**src/rtl/ysyx_22040125_lsu.sv**
```systemverilog
// Load/store unit sitting after the execute-stage ALU.
// One memory transaction per instruction over a valid/ready request bus and a
// valid-only response bus; every instruction retires through a one-cycle
// writeback pulse. Non-memory instructions pass the ALU result through.
// Optional build macro: LSU_MISALIGN_CHECK_EN traps misaligned accesses at
// accept instead of issuing them (misalign_o is tied low otherwise).
module ysyx_22040125_lsu #(
   parameter int ADDR_W = 32,
   parameter int XLEN   = 64
) (
   input  logic              clk_i,
   input  logic              rst_i,
   input  logic              ex_valid_i,
   output logic              ex_ready_o,
   input  logic              ex_is_load_i,
   input  logic              ex_is_store_i,
   input  logic [1:0]        ex_size_i,
   input  logic              ex_unsigned_i,
   input  logic [ADDR_W-1:0] ex_addr_i,
   input  logic [XLEN-1:0]   ex_wdata_i,
   input  logic [XLEN-1:0]   ex_alu_result_i,
   input  logic [4:0]        ex_rd_i,
   output logic              mem_req_valid_o,
   input  logic              mem_req_ready_i,
   output logic              mem_req_wen_o,
   output logic [ADDR_W-1:0] mem_req_addr_o,
   output logic [XLEN-1:0]   mem_req_wdata_o,
   output logic [7:0]        mem_req_wmask_o,
   input  logic              mem_resp_valid_i,
   input  logic [XLEN-1:0]   mem_resp_rdata_i,
   output logic              wb_valid_o,
   output logic [4:0]        wb_rd_o,
   output logic [XLEN-1:0]   wb_data_o,
   output logic              misalign_o
);

   localparam logic [1:0] S_IDLE = 2'd0;
   localparam logic [1:0] S_REQ  = 2'd1;
   localparam logic [1:0] S_WAIT = 2'd2;

   logic [1:0]        state_q, state_d;
   logic [1:0]        size_q, size_d;
   logic              unsigned_q, unsigned_d;
   logic [2:0]        off_q, off_d;
   logic [4:0]        rd_q, rd_d;
   logic              req_valid_q, req_valid_d;
   logic              req_wen_q, req_wen_d;
   logic [ADDR_W-1:0] req_addr_q, req_addr_d;
   logic [XLEN-1:0]   req_wdata_q, req_wdata_d;
   logic [7:0]        req_wmask_q, req_wmask_d;
   logic              wb_valid_q, wb_valid_d;
   logic [4:0]        wb_rd_q, wb_rd_d;
   logic [XLEN-1:0]   wb_data_q, wb_data_d;

   logic              is_mem;
   logic              ex_misaligned;
   logic [7:0]        base_mask;
   logic [XLEN-1:0]   resp_shifted;
   logic [XLEN-1:0]   load_data;

   // Decode the incoming instruction: access width mask and alignment.
   always_comb begin
      is_mem = ex_is_load_i | ex_is_store_i;
      unique case (ex_size_i)
         2'b00:   begin base_mask = 8'h01; ex_misaligned = 1'b0;           end
         2'b01:   begin base_mask = 8'h03; ex_misaligned = ex_addr_i[0];   end
         2'b10:   begin base_mask = 8'h0F; ex_misaligned = |ex_addr_i[1:0]; end
         default: begin base_mask = 8'hFF; ex_misaligned = |ex_addr_i[2:0]; end
      endcase
   end

   // Align the returned 8-byte word to the access and sign/zero-extend it.
   always_comb begin
      resp_shifted = mem_resp_rdata_i >> {off_q, 3'b000};
      unique case (size_q)
         2'b00:   load_data = unsigned_q ? {56'd0, resp_shifted[7:0]}
                                         : {{56{resp_shifted[7]}}, resp_shifted[7:0]};
         2'b01:   load_data = unsigned_q ? {48'd0, resp_shifted[15:0]}
                                         : {{48{resp_shifted[15]}}, resp_shifted[15:0]};
         2'b10:   load_data = unsigned_q ? {32'd0, resp_shifted[31:0]}
                                         : {{32{resp_shifted[31]}}, resp_shifted[31:0]};
         default: load_data = resp_shifted;
      endcase
   end

`ifdef LSU_MISALIGN_CHECK_EN
   logic misalign_q, misalign_d;
   logic trap;
`endif

   // Next-state logic for the IDLE/REQ/WAIT controller and all held outputs.
   always_comb begin
      // NOTE: every _d starts from a default so no path leaves it unassigned
      // (which would infer a latch); wb_valid defaults low to make it a pulse.
      state_d     = state_q;
      size_d      = size_q;
      unsigned_d  = unsigned_q;
      off_d       = off_q;
      rd_d        = rd_q;
      req_valid_d = req_valid_q;
      req_wen_d   = req_wen_q;
      req_addr_d  = req_addr_q;
      req_wdata_d = req_wdata_q;
      req_wmask_d = req_wmask_q;
      wb_valid_d  = 1'b0;
      wb_rd_d     = wb_rd_q;
      wb_data_d   = wb_data_q;
`ifdef LSU_MISALIGN_CHECK_EN
      misalign_d  = misalign_q;
      trap        = ex_valid_i & is_mem & ex_misaligned & (state_q == S_IDLE);
`endif

      unique case (state_q)
         S_IDLE: begin
            if (ex_valid_i) begin
               if (!is_mem) begin
                  wb_valid_d = 1'b1;
                  wb_rd_d    = ex_rd_i;
                  wb_data_d  = ex_alu_result_i;
               end
`ifdef LSU_MISALIGN_CHECK_EN
               else if (trap) begin
                  wb_valid_d = 1'b1;
                  wb_rd_d    = 5'd0;
                  wb_data_d  = XLEN'(ex_addr_i);
                  misalign_d = 1'b1;
               end
`endif
               else begin
                  size_d      = ex_size_i;
                  unsigned_d  = ex_unsigned_i;
                  off_d       = ex_addr_i[2:0];
                  rd_d        = ex_rd_i;
                  req_valid_d = 1'b1;
                  req_wen_d   = ~ex_is_load_i;  // load wins when both are set
                  req_addr_d  = {ex_addr_i[ADDR_W-1:3], 3'b000};
                  req_wdata_d = ex_wdata_i << {ex_addr_i[2:0], 3'b000};
                  req_wmask_d = base_mask << ex_addr_i[2:0];
                  state_d     = S_REQ;
               end
            end
         end
         S_REQ: begin
            if (mem_req_ready_i) begin
               req_valid_d = 1'b0;
               if (req_wen_q) begin
                  wb_valid_d = 1'b1;
                  wb_rd_d    = 5'd0;
                  wb_data_d  = '0;
                  state_d    = S_IDLE;
               end else begin
                  state_d = S_WAIT;
               end
            end
         end
         S_WAIT: begin
            if (mem_resp_valid_i) begin
               wb_valid_d = 1'b1;
               wb_rd_d    = rd_q;
               wb_data_d  = load_data;
               state_d    = S_IDLE;
            end
         end
         default: state_d = S_IDLE;
      endcase

`ifdef LSU_MISALIGN_CHECK_EN
      if (wb_valid_d && !trap) misalign_d = 1'b0;
`endif
   end

   // State and output registers with synchronous reset.
   always_ff @(posedge clk_i) begin
      // NOTE: sequential state uses non-blocking assignments only, so every
      // register samples the values from before this edge.
      if (rst_i) begin
         state_q     <= S_IDLE;
         size_q      <= 2'd0;
         unsigned_q  <= 1'b0;
         off_q       <= 3'd0;
         rd_q        <= 5'd0;
         req_valid_q <= 1'b0;
         req_wen_q   <= 1'b0;
         req_addr_q  <= '0;
         req_wdata_q <= '0;
         req_wmask_q <= 8'd0;
         wb_valid_q  <= 1'b0;
         wb_rd_q     <= 5'd0;
         wb_data_q   <= '0;
      end else begin
         state_q     <= state_d;
         size_q      <= size_d;
         unsigned_q  <= unsigned_d;
         off_q       <= off_d;
         rd_q        <= rd_d;
         req_valid_q <= req_valid_d;
         req_wen_q   <= req_wen_d;
         req_addr_q  <= req_addr_d;
         req_wdata_q <= req_wdata_d;
         req_wmask_q <= req_wmask_d;
         wb_valid_q  <= wb_valid_d;
         wb_rd_q     <= wb_rd_d;
         wb_data_q   <= wb_data_d;
      end
   end

`ifdef LSU_MISALIGN_CHECK_EN
   // Misalign flag register, refreshed on every writeback pulse.
   always_ff @(posedge clk_i) begin
      if (rst_i) misalign_q <= 1'b0;
      else       misalign_q <= misalign_d;
   end
   assign misalign_o = misalign_q;
`else
   assign misalign_o = 1'b0;
`endif

   assign ex_ready_o      = (state_q == S_IDLE);
   assign mem_req_valid_o = req_valid_q;
   assign mem_req_wen_o   = req_wen_q;
   assign mem_req_addr_o  = req_addr_q;
   assign mem_req_wdata_o = req_wdata_q;
   assign mem_req_wmask_o = req_wmask_q;
   assign wb_valid_o      = wb_valid_q;
   assign wb_rd_o         = wb_rd_q;
   assign wb_data_o       = wb_data_q;

endmodule

```
**config.mk**
```make
export PLATFORM = sky130hd
export DESIGN_NAME = ysyx_22040125_lsu
export DESIGN_NICKNAME = d
export VERILOG_FILES = /design/src/rtl/ysyx_22040125_lsu.sv
export SDC_FILE = /design/constraint.sdc
export NUM_CORES = 1
export LEC_CHECK = 0
export ABC_AREA = 0
export CAP_MARGIN = 20
export CORE_MARGIN = 5
export CORE_UTILIZATION = 40
export DETAILED_ROUTE_END_ITERATION = 6
export PLACE_DENSITY = 0.77
export SYNTH_ARGS = -nofsm -noshare
export SYNTH_HDL_FRONTEND = slang
export SYNTH_SLANG_ARGS = --single-unit
```
**constraint.sdc**
```tcl
create_clock -name clk_i -period 2.48 [get_ports clk_i]
set_clock_uncertainty 0.1 [all_clocks]
set_input_delay 0.496 -clock clk_i [delete_from_list [all_inputs] [get_ports clk_i]]
set_output_delay 0.496 -clock clk_i [all_outputs]
set_load 0.01 [all_outputs]
```
### Cell outlines without signal wires

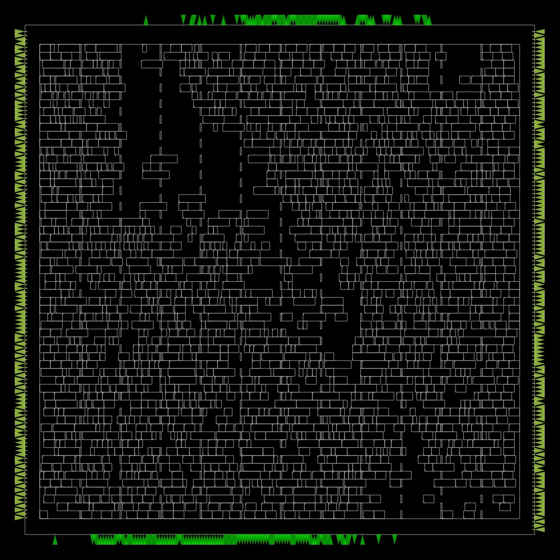
Core ar.: 27000 µm²
Layout Cells excl Fill: 2166
final core utilization: 62.4%
Row Count: 60

### Metal layers overlaid

Bar = 50 µm.
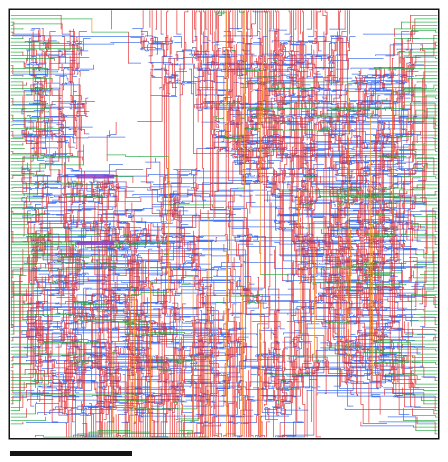
[orange] M4 | wire length: 2220 µm
[red] M2 | wire length: 22.4 mm
[green] M3 | wire length: 4940 µm
[blue] M1 | wire length: 18400 µm
[purple] M5 | wire length: 27.6 µm
final WL: 48.0 mm
total number of vias: 12400
GRT Overall Usage: 29.4%
Wirelength per Cell: 22.1 µm

### Port wiring

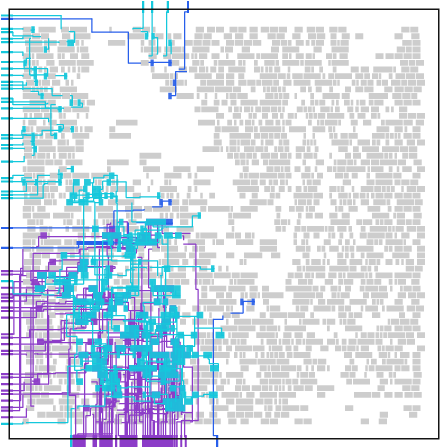
[blue] ex_rd_i | bits: 5 | direction: input | end cells: 10 | wire: 342 µm
[purple] ex_wdata_i | bits: 64 | direction: input | end cells: 95 | wire: 3880 µm
[cyan] ex_addr_i | bits: 32 | direction: input | end cells: 219 | wire: 2410 µm
IO Pins: 417
port buffer count: 412

### I/O pins on the die edge

Pins as bars across the die edge, other pins in gray.
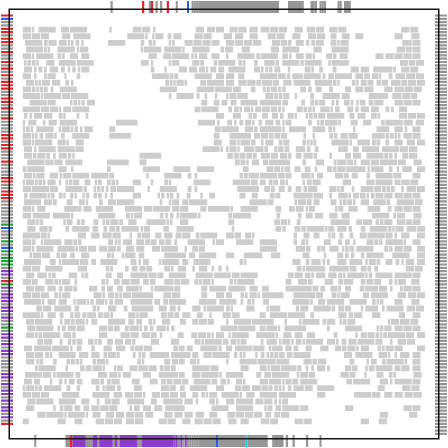
[purple] ex_wdata_i | pins: 64 | direction: input | edge: 41 bottom, 23 left
[green] mem_req_wmask_o | pins: 8 | direction: output | edge: left
[blue] ex_rd_i | pins: 5 | direction: input | edge: 3 left, 1 top, 1 bottom
[red] ex_addr_i | pins: 32 | direction: input | edge: 28 left, 3 top, 1 bottom
[cyan] mem_req_valid_o | pins: 1 | direction: output | edge: bottom
all pins by edge: 127 right, 124 left, 100 bottom, 66 top
die span in x: 175 µm
die height: 175 µm

### Routed clock nets over the placement

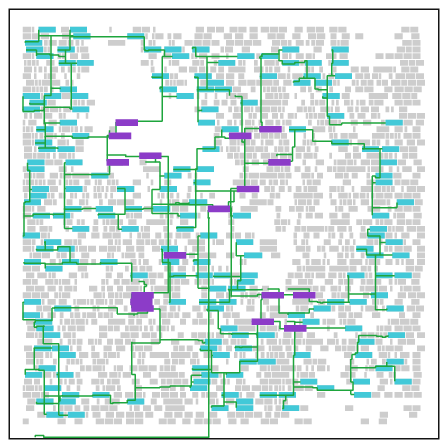
[purple] clock-net drivers | count: 17
[green] clock wires | length: 2570 µm
[cyan] flip-flops | count: 186
flops lie: spread over the die

==> metrics.yaml <==
path_clk_slew_ns: 0.07
setup.worst_path.start_class: "register"
drc: 0
slew_violations: 0
ys_seq_share_pct: 34.1
fmax_mhz: 409
status: "finished, final reports clean"
netlist_instances: 1373
hp-start: "mem_req_wdata_o[37]"
finalHoldViolations: 0
async_flop_share_pct: 0
worstMarginPinSlew_ns: 0.659
slowest_delay_ns: 0.52
cts_tree: "built"
ff_count: 186
ys_area_um2: 10900
yosys_cells: 1373
detailed_place_hpwl_mm: 36.9
n_fill_cell: 2319
powerDensity_nw_per_um2: 653
n_all_buffers: 551
route.met3.wl_mm: 4.94
rr_startpoint: "off_q[0]"
finalSetupViolations: 0
ctsHtreeMaxLevel: 4
grt-busiest-layer: "met2"
warning_count: 29
hold_end: "mem_req_wdata_o[37]"
grt_util_met1_pct: 34.9
synth_area_leader_cell: "dfxtp_1"
viasPerCell: 5.74
cp_num_cells: 6
wl_met2_mm: 22.4
top_cells_by_area: "dfxtp_1 (34%), a21oi_1 (7.5%), mux2i_1 (7.4%)"
ys_types: 60
crit_family: "buffers and inverters"
worstPathCellList: "buf_4 -> inv_1 -> buf_4 -> and4_1 -> a22oi_1 -> a211oi_1"
r2r_cells: 6
min_path_type: "reg -> reg"
gp_congestion: 0.973
numSynthFlops: 186
finalCritPeriodShare_pct: 98.7
seq_share_pct: 22.2
use_met2_pct: 48.1
pre_cts_slack_ns: -0.389
end_kind: "register"
xor_area_share_pct: 0
clkPwrFrac_pct: 25.3
netlist_area_um2: 10900
ys_sh_aoi_pct: 26.1
hold_path_depth: 2
chip_area_um2: 30700
nClkBuffers: 19
final_area_um2: 16800
cp.required_ns: 2.72
drtIter0Drc: 967
==> synthesized netlist by cell type, drive strengths merged (2+ instances only) <==
master	instances
nor4	3
nor3	30
nand4	2
a211oi	69
a21oi	163
and2	9
a2111oi	8
nand2	174
a22oi	42
a31oi	9
inv	8
clkbuf	97
nor2	180
nand3	18
a311o	7
o21a	2
dfxtp	186
o22ai	7
mux2i	81
mux2	53
nor2b	21
ha	4
a31o	7
mux4	14
o211ai	18
a311oi	22
o21ai	63
a221oi	7
nand2b	11
buf	42
==> power by group through the flow <==
stage / clock network (W) / logic [W] / registers, W
finish: 0.00278 / 0.00455 / 0.00365
global route: 0.00294 / 0.00488 / 0.00369
CTS: 0.00282 / 0.00443 / 0.00365
detailed placement: 0 / 0.00441 / 0.00371
global placement: 0 / 0.00435 / 0.00370
floorplan: 0 / 0.00200 / 0.00384
Power figures rest on the tool's default switching activity, not on a simulated workload.
